**config.mk**
```make
export PLATFORM = sky130hd
export DESIGN_NAME = fifo_frame_engine
export DESIGN_NICKNAME = d
export VERILOG_FILES = /design/src/rtl/fifo_frame_engine.sv
export SDC_FILE = /design/constraint.sdc
export NUM_CORES = 1
export LEC_CHECK = 0
export CAP_MARGIN = 20
export CORE_MARGIN = 3
export CORE_UTILIZATION = 52
export CTS_CLUSTER_DIAMETER = 80
export DETAILED_ROUTE_END_ITERATION = 12
export PLACE_DENSITY = 0.82
export SLEW_MARGIN = 20
export SYNTH_ARGS = -nofsm -noshare
export SYNTH_HDL_FRONTEND = slang
export SYNTH_SLANG_ARGS = --single-unit
```
**constraint.sdc**
```tcl
create_clock -name ap_clk -period 2.9 [get_ports ap_clk]
set_input_delay 0.435 -clock ap_clk [delete_from_list [all_inputs] [get_ports ap_clk]]
set_output_delay 0.435 -clock ap_clk [all_outputs]
set_load 0.05 [all_outputs]
```
**src/rtl/fifo_frame_engine.sv**
```systemverilog
// fifo_frame_engine
//   Stream engine between the host-to-FPGA 32-bit FIFO (read side, FWFT) and the
//   FPGA-to-host 32-bit FIFO (write side). Pops framed requests, pushes framed
//   responses. Drop-in replacement for the HLS passthrough core on bus_clk.
//
//   Frame in : {op[31:24], rsvd[23:16], N[15:0]} followed by N payload words
//   Frame out: {op, status[23:16], N} followed by
//              OP_PASS -> the N payload words, OP_SUM -> sum, max, error -> nothing
//   status bit0 = unknown opcode, bit1 = N > MAX_LEN
//
// Ports
//   ap_clk           in   clock (bus_clk)
//   ap_rst           in   synchronous active-high reset
//   in_fifo_dout     in   input FIFO head word, valid while in_fifo_empty_n=1
//   in_fifo_empty_n  in   input FIFO holds at least one word
//   in_fifo_read     out  pop the input head word this cycle
//   out_fifo_din     out  word to push
//   out_fifo_full_n  in   output FIFO can accept a word
//   out_fifo_write   out  push out_fifo_din this cycle
//   busy             out  a frame is in progress
//   frames_done      out  frames fully responded to, wraps at 0xFFFF
//
// state     | meaning
// ----------+-----------------------------------------------------------
// S_IDLE    | waiting for a header word; pops it and latches op/N/status
// S_HDR_OUT | writing the response header
// S_PASS    | echoing payload, one pop paired with one push
// S_ACC     | consuming payload into sum/max (output side not needed)
// S_RES_SUM | writing the wrapping sum
// S_RES_MAX | writing the unsigned max
// S_DRAIN   | discarding the payload of an error frame

module fifo_frame_engine #(
  parameter int         MAX_LEN = 512,
  parameter logic [7:0] OP_SUM  = 8'h01,
  parameter logic [7:0] OP_PASS = 8'h02
) (
  input  logic        ap_clk,
  input  logic        ap_rst,
  input  logic [31:0] in_fifo_dout,
  input  logic        in_fifo_empty_n,
  output logic        in_fifo_read,
  output logic [31:0] out_fifo_din,
  input  logic        out_fifo_full_n,
  output logic        out_fifo_write,
  output logic        busy,
  output logic [15:0] frames_done
);

  typedef enum logic [2:0] {
    S_IDLE    = 3'd0,
    S_HDR_OUT = 3'd1,
    S_PASS    = 3'd2,
    S_ACC     = 3'd3,
    S_RES_SUM = 3'd4,
    S_RES_MAX = 3'd5,
    S_DRAIN   = 3'd6
  } state_t;

  state_t      state;
  logic [7:0]  op_q;
  logic [1:0]  status_q;
  logic [15:0] len_q;
  logic [15:0] cnt_q;   // payload words still to consume, counts down to 1
  logic [31:0] sum_q;
  logic [31:0] max_q;
  logic [15:0] frames_q;

  logic        pop;
  logic        push;
  logic [7:0]  hdr_op;
  logic [15:0] hdr_len;
  logic        hdr_bad_op;
  logic        hdr_bad_len;
  logic        last_word;

  assign hdr_op      = in_fifo_dout[31:24];
  assign hdr_len     = in_fifo_dout[15:0];
  assign hdr_bad_op  = (hdr_op != OP_SUM) && (hdr_op != OP_PASS);
  assign hdr_bad_len = int'({16'd0, hdr_len}) > MAX_LEN;
  assign last_word   = (cnt_q == 16'd1);

  // Handshakes are combinational so that a pop/push is only ever offered while
  // the corresponding FIFO flag is true, and PASS can move a word per cycle.
  always_comb begin
    pop          = 1'b0;
    push         = 1'b0;
    out_fifo_din = 32'd0;
    if (!ap_rst) begin
      case (state)
        S_IDLE:    pop = in_fifo_empty_n;
        S_HDR_OUT: begin
          push         = out_fifo_full_n;
          out_fifo_din = {op_q, 6'd0, status_q, len_q};
        end
        S_PASS: begin
          pop          = in_fifo_empty_n & out_fifo_full_n;
          push         = in_fifo_empty_n & out_fifo_full_n;
          out_fifo_din = in_fifo_dout;
        end
        S_ACC:     pop = in_fifo_empty_n;
        S_DRAIN:   pop = in_fifo_empty_n;
        S_RES_SUM: begin
          push         = out_fifo_full_n;
          out_fifo_din = sum_q;
        end
        S_RES_MAX: begin
          push         = out_fifo_full_n;
          out_fifo_din = max_q;
        end
        default: ;
      endcase
    end
  end

  assign in_fifo_read   = pop;
  assign out_fifo_write = push;
  assign busy           = (state != S_IDLE);
  assign frames_done    = frames_q;

  always_ff @(posedge ap_clk) begin
    if (ap_rst) begin
      state    <= S_IDLE;
      op_q     <= 8'd0;
      status_q <= 2'd0;
      len_q    <= 16'd0;
      cnt_q    <= 16'd0;
      sum_q    <= 32'd0;
      max_q    <= 32'd0;
      frames_q <= 16'd0;
    end else begin
      case (state)
        S_IDLE: begin
          if (pop) begin
            op_q     <= hdr_op;
            len_q    <= hdr_len;
            cnt_q    <= hdr_len;
            status_q <= {hdr_bad_len, hdr_bad_op};
            sum_q    <= 32'd0;
            max_q    <= 32'd0;
            state    <= S_HDR_OUT;
          end
        end
        S_HDR_OUT: begin
          if (push) begin
            if (status_q != 2'd0) begin
              // Error frames are fully answered by the header alone.
              frames_q <= frames_q + 16'd1;
              state    <= (len_q != 16'd0) ? S_DRAIN : S_IDLE;
            end else if (op_q == OP_PASS) begin
              if (len_q != 16'd0) begin
                state <= S_PASS;
              end else begin
                frames_q <= frames_q + 16'd1;
                state    <= S_IDLE;
              end
            end else begin
              state <= (len_q != 16'd0) ? S_ACC : S_RES_SUM;
            end
          end
        end
        S_PASS: begin
          if (pop) begin
            cnt_q <= cnt_q - 16'd1;
            if (last_word) begin
              frames_q <= frames_q + 16'd1;
              state    <= S_IDLE;
            end
          end
        end
        S_ACC: begin
          if (pop) begin
            sum_q <= sum_q + in_fifo_dout;
            if (in_fifo_dout > max_q) max_q <= in_fifo_dout;
            cnt_q <= cnt_q - 16'd1;
            if (last_word) state <= S_RES_SUM;
          end
        end
        S_RES_SUM: begin
          if (push) state <= S_RES_MAX;
        end
        S_RES_MAX: begin
          if (push) begin
            frames_q <= frames_q + 16'd1;
            state    <= S_IDLE;
          end
        end
        S_DRAIN: begin
          if (pop) begin
            cnt_q <= cnt_q - 16'd1;
            if (last_word) state <= S_IDLE;
          end
        end
        default: state <= S_IDLE;
      endcase
    end
  end

endmodule

```
==> changes_impl.md, run 1 <==
### Metrics

* CORE AREA at between 0.015 and 0.02 sq mm
* Comb/total area at a little under half
* DR pass1 iterations at 6
* Reg2reg start: sum_q[0]$_SDFFE_PP0P_
* Final hold vios at 0
* Largest net degree at the start of global routing at 68
* Global routing usage on met1 at around two fifths
* Fin nets at between 1k and 1.5k
* Post-Syn Area at 0.008124 sq mm
* Hold_ws at roughly 0.43 ns
* Most numerous logic cells after layout: buf_4 (126), dfxtp_1 (125), a21oi_1 (121), nand2_1 (96), nor2_1 (83)
* Hold Startpoint: ap_rst
* CTS tree: yes
* Worst-Margin Slew at approximately 0.8 ns
* Share of cells above drive strength 1 at between 10% and 20%
* Vias in the first global route at between 8k and 9k
* Mapped Cells at slightly above 1k
* Final setup fails at 0
* GRT busiest layer: met2
* Die H at around 130 microns
* Clock buffer depth at 2
* Top pwr grp: clock
* Register share after synthesis at 30.80%
* Portion of total power attributed to combinational logic at between 20% and 30%
* Post-Synth AOI/OAI Area at between 30% and 40%
* DRC Markers at 0
* Distinct lib cells at between 70 and 80
* Port Buffers at around 86
* Buffer share of cell area at between 10% and 20%
* R2R depth at 11
* Design area at ~0.011 sq mm
* M1 WL at about 11 mm
* Hold worst-path end: frames_done[7]$_SDFFE_PP0P_
* First-pass GRT wire length at approximately 43 mm
* Yosys stat chip area at about 0.0081 sq mm
* Max-cap violations at 0
* Sequential cell area share at between 20% and 30%
* Seq cells at about 130
* WHS Path Cells at 3
* Cell area after placement at slightly above 0.01 sq mm
* Worst Skew at slightly above 0.01 ns
* Final setup margin at 0.05547 ns
* Signal buffers at 215
* Floorplan Utilization at 53.24%
* Status: finished, final reports clean
* CP top delay family: buffers and inverters
* Total grt overflow at 0
* Die area at between 0.015 and 0.02 sq mm
* CTS root buf: clkbuf_16
* Clk_lat worst skew at 0.43 ns
* Mapped Avg Cell Area at ~8 sq um
* Combinational power at between 1.5 and 2 mW
* Crit-path slowest cell: a21oi_1
* Clock-cell share at about 5.9%
* Inverters at ~47
* Clock slew at reported path FFs at around 0.060 ns
* Cell Pwr Density at 528.7 mW/mm^2
* Number of DRC markers in iteration 0 at 1071
* Slowest stage delay, CP at between 0.3 and 0.4 ns
* Clock buf count at 21
* Comb gates at 797
* Logic family by area: AND-OR/OR-AND gates
* Flops & latches, synth at approximately 130
* Die x size at ~130 microns
* Worst setup EP type: output pin
* Post-CTS Hold Buffers at 0
* OpenROAD warning count at 28
run 1: Yosys cell counts (11+ instances only):
cell / n / area, sq um
ha_1: 66 / 825.8
xnor2_1: 16 / 140.1
nor2_1: 84 / 315.3
a211oi_1: 11 / 82.58
a21o_1: 28 / 210.2
nand3_1: 18 / 90.09
a21oi_1: 126 / 630.6
inv_1: 46 / 172.7
dfxtp_1: 125 / 2502
a22o_1: 32 / 280.3
clkbuf_1: 45 / 168.9
nor3_1: 21 / 105.1
a22oi_1: 74 / 555.5
o21ai_0: 51 / 255.2
xor2_1: 23 / 201.4
nand2_1: 96 / 360.4
run 1: registers in the layout, summed over array words and instances, names as in the netlist:
register	cells
cnt_q	16
frames_done	16
len_q	16
max_q	32
op_q	8
state	3
status_q	2
sum_q	32
Fig. 1: run 1, metal layers overlaid
(3 px per micron) Two of the layers only.
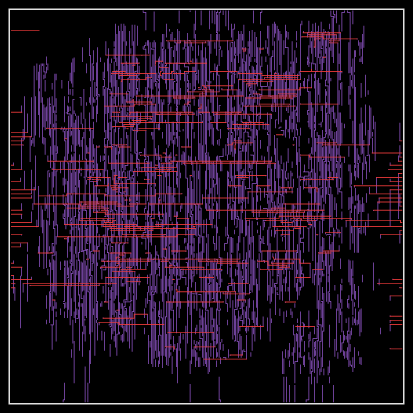
| colour | layer | wire length |
|---|---|---|
| purple | metal 2 | 12500 microns |
| red | metal 3 | 2290 microns |
Routed WL: 26.73 mm
Global Route Usage Sum: 31.19%
routed via count: 8979
Routed wire per std cell: 18.73 microns

Fig. 2: run 1, zoomed window
Window x 50 to 80, y 50 to 80 microns. Cells in grey, sequential cells in the stronger grey; small squares are vias.
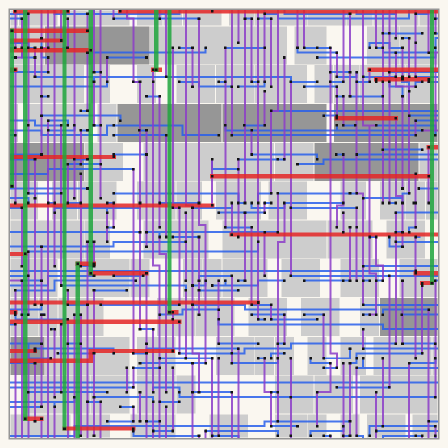
| colour | layer |
|---|---|
| blue | metal 1 |
| green | metal 4 |
| red | metal 3 |
| purple | metal 2 |
most frequent: buf_4 (19), nand2_1 (8), dfxtp_1 (7)
netlist names of flops here include: `len_q` (2), `max_q` (2)
cells with their middle in the window: 85
sequential cells in the window: 7

Fig. 3: run 1, placement view
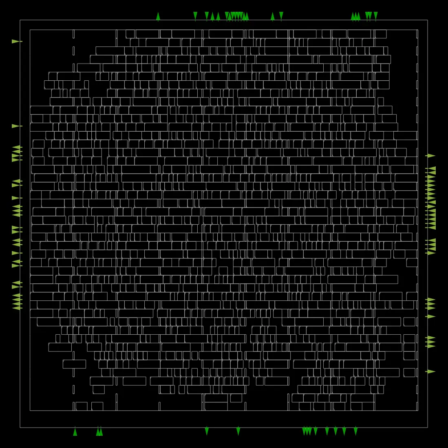
Layout Cells excl Fill: 1427
Final Util: 72.96%
Row Count: 45

## Run 2: what changed since run 1
--- a/config.mk
+++ b/config.mk
@@ -6,11 +6,13 @@
 export NUM_CORES = 1
 export LEC_CHECK = 0
 export CAP_MARGIN = 20
+export CORE_ASPECT_RATIO = 0.6
 export CORE_MARGIN = 3
 export CORE_UTILIZATION = 52
 export CTS_CLUSTER_DIAMETER = 80
 export DETAILED_ROUTE_END_ITERATION = 12
 export PLACE_DENSITY = 0.82
+export REMOVE_ABC_BUFFERS = 1
 export SLEW_MARGIN = 20
 export SYNTH_ARGS = -nofsm -noshare
 export SYNTH_HDL_FRONTEND = slang
Fig. 4: run 2, signal metal coverage by tile
(2 px per micron) 33 x 21 tiles, from dark purple (low) to yellow (high), scaled to the fullest tile. Values are wire area over tile area, all layers added.
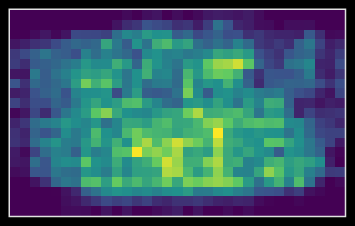
densest ninth of the die: centre
nearly empty tiles: 13%
fullest tile: 0.87
mean over tiles: 0.31
tiles over half the peak: 30%

==> run 2 against run 1 <==
Non-clock buffer count is 15 higher; sequential share of layout area fell by 0.24 points; register-to-register slack improved by 0.03 ns; first-iteration DRC count rose by 43%.
==> changes_impl.md, run 2 <==
### Metrics

* Status: finished, final reports clean (unchanged)
* Hold worst-path end: op_q[1]$_SDFFE_PP0P_ (was frames_done[7]$_SDFFE_PP0P_)
* Final hold vios at 0 (unchanged)
* Post-Synth AOI/OAI Area at 31.36% (unchanged)
* Register share after synthesis at 30.80% (unchanged)
* Port Buffers at 86 (unchanged)
* Floorplan Utilization at 54.56% (was 53.24%)
* Sequential cell area share at 22.23% (was 22.48%)
* CORE AREA at 0.01489 sq mm (was 0.01526 sq mm)
* Clock-cell share at 5.814% (was 5.912%)
* CTS tree: yes (unchanged)
* Comb gates at 797 (unchanged)
* Crit-path slowest cell: clkdlybuf4s50_1 (was a21oi_1)
* Inverters at 47 (unchanged)
* Final Util at 75.59% (was 72.96%)
* Share of cells above drive strength 1 at 20.39% (was 19.24%)
* OpenROAD warning count at 26 (was 28)
* Routed via count at 9371 (was 8979)
* Reg2reg start: max_q[17]$_SDFFE_PP0P_ (was sum_q[0]$_SDFFE_PP0P_)
* Clock buf count at 18 (was 21)
* Hold_ws at 0.4734 ns (was 0.4347 ns)
* Row Count at 34 (was 45)
* Gp weighted congestion at 0.9712 (was 0.9363)
* Logic family by area: AND-OR/OR-AND gates (unchanged)
* Global routing usage on met1 at 47.26% (was 40.63%)
* Max-cap violations at 0 (unchanged)
* Clock slew at reported path FFs at 0.06 ns (about the same)
* Buffer share of cell area at 20.62% (was 19.66%)
* Fin nets at 1321 (was 1306)
* Mapped Cells at 1023 (unchanged)
* DR pass1 iterations at 6 (unchanged)
* Hold Startpoint: op_q[1]$_SDFFE_PP0P_ (was ap_rst)
* Place WS at -0.5974 ns (was -0.5462 ns)
* Most numerous logic cells after layout: buf_4 (137), dfxtp_1 (125), a21oi_1 (120), nand2_1 (96), nor2_1 (83) (was buf_4 (126), dfxtp_1 (125), a21oi_1 (121), nand2_1 (96), nor2_1 (83))
* Yosys stat chip area at 0.008124 sq mm (unchanged)
* Post-Syn Area at 0.008124 sq mm (unchanged)
* Worst Skew at 0.01193 ns (was 0.01023 ns)
* Most frequent cell after synthesis: a21oi_1 (unchanged)
* Cell Pwr Density at 538.0 mW/mm^2 (was 528.7 mW/mm^2)
* Final setup margin at 0.006209 ns (was 0.05547 ns)
* Clock buffer depth at 2 (unchanged)
* DRC Markers at 0 (unchanged)
* Comb. cell area at 0.005353 sq mm (was 0.005343 sq mm)
* Clk_lat worst skew at 0.43 ns (about the same)
* Largest net degree at the start of global routing at 47 (was 68)
* Global Route Usage Sum at 33.63% (was 31.19%)
* WHS Path Cells at 2 (was 3)
* Slowest stage delay, CP at 0.57 ns (was 0.37 ns)
* Total grt overflow at 0 (unchanged)
* CP top delay family: buffers and inverters (unchanged)
* GRT busiest layer: met2 (unchanged)
* Routed WL at 30.19 mm (was 26.73 mm)
* CTS root buf: clkbuf_16 (unchanged)
* Routed wire per std cell at 21.12 microns (was 18.73 microns)
* WP data required at 3.25 ns (was 2.47 ns)
* Seq cells at 125 (unchanged)
* Number of DRC markers in iteration 0 at 1532 (was 1071)
* Final setup fails at 0 (unchanged)
* Yosys top cell by area: dfxtp_1 (unchanged)
* Worst-Margin Slew at 0.7303 ns (was 0.7967 ns)
* Die H at 102.8 microns (was 131.0 microns)
* Die x size at 167.4 microns (was 131.0 microns)
* Die area at 0.01721 sq mm (was 0.01716 sq mm)
* Mapped Avg Cell Area at 7.941 sq um (unchanged)
* Combinational power at 1.70 mW (was 1.59 mW)
* Top pwr grp: clock (unchanged)
* Post-CTS Hold Buffers at 0 (unchanged)
* Signal buffers at 230 (was 215)
* Flops & latches, synth at 125 (unchanged)
* Design area at 0.01125 sq mm (was 0.01113 sq mm)
* Post-synth top area share at 30.80% (unchanged)
* First-pass GRT wire length at 46.53 mm (was 42.61 mm)
* Worst setup EP type: flip-flop (was output pin)
* R2R depth at 11 (unchanged)
* M1 WL at 12.75 mm (was 11.08 mm)
* Seq pwr at 1.92 mW (was 1.90 mW)
* Register share of total power at 31.7% (was 32.3%)
* Portion of total power attributed to combinational logic at 28.1% (was 27.0%)
Fig. 5: run 2, gate families picked out
(3 px per micron)
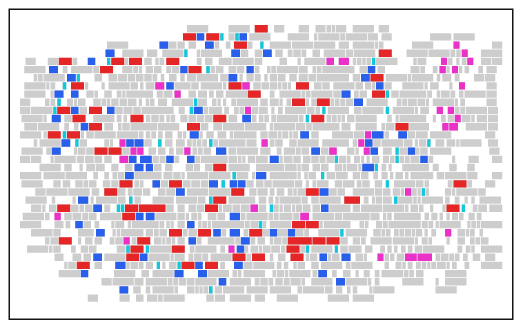
| colour | family | cells | most used |
|---|---|---|---|
| magenta | AND and OR gates | 38 | and2_1 |
| cyan | inverters | 47 | inv_1 |
| red | adder and majority cells | 67 | ha_1 |
| blue | AND-OR and OR-AND gates | 87 | a22o_1 |
Comb/total area: 47.56%
Commonest Layout Cell: buf_4
Layout Cells excl Fill: 1429

==> run 2: cell counts after synthesis <==
No cell type changed its count.
==> run 2: how the worst max path moves through the flow <==
stage	slack (ns)	start	end	depth (start not counted)
6_report	0.006	in_fifo_dout[14]	max_q[13]$_SDFFE_PP0P_	11
5_1_grt	-0.02	in_fifo_dout[5]	sum_q[31]$_SDFFE_PP0P_	11
4_1_cts	0.009	state[0]$_SDFFE_PP0P_	out_fifo_din[14]	6
3_5_place_dp	-0.60	in_fifo_dout[0]	sum_q[24]$_SDFFE_PP0P_	12
3_3_place_gp	-0.53	in_fifo_dout[0]	sum_q[30]$_SDFFE_PP0P_	13
2_1_floorplan	-1.67	state[1]$_SDFFE_PP0P_	max_q[0]$_SDFFE_PP0P_	6
Power is estimated from default activity; no workload was simulated.
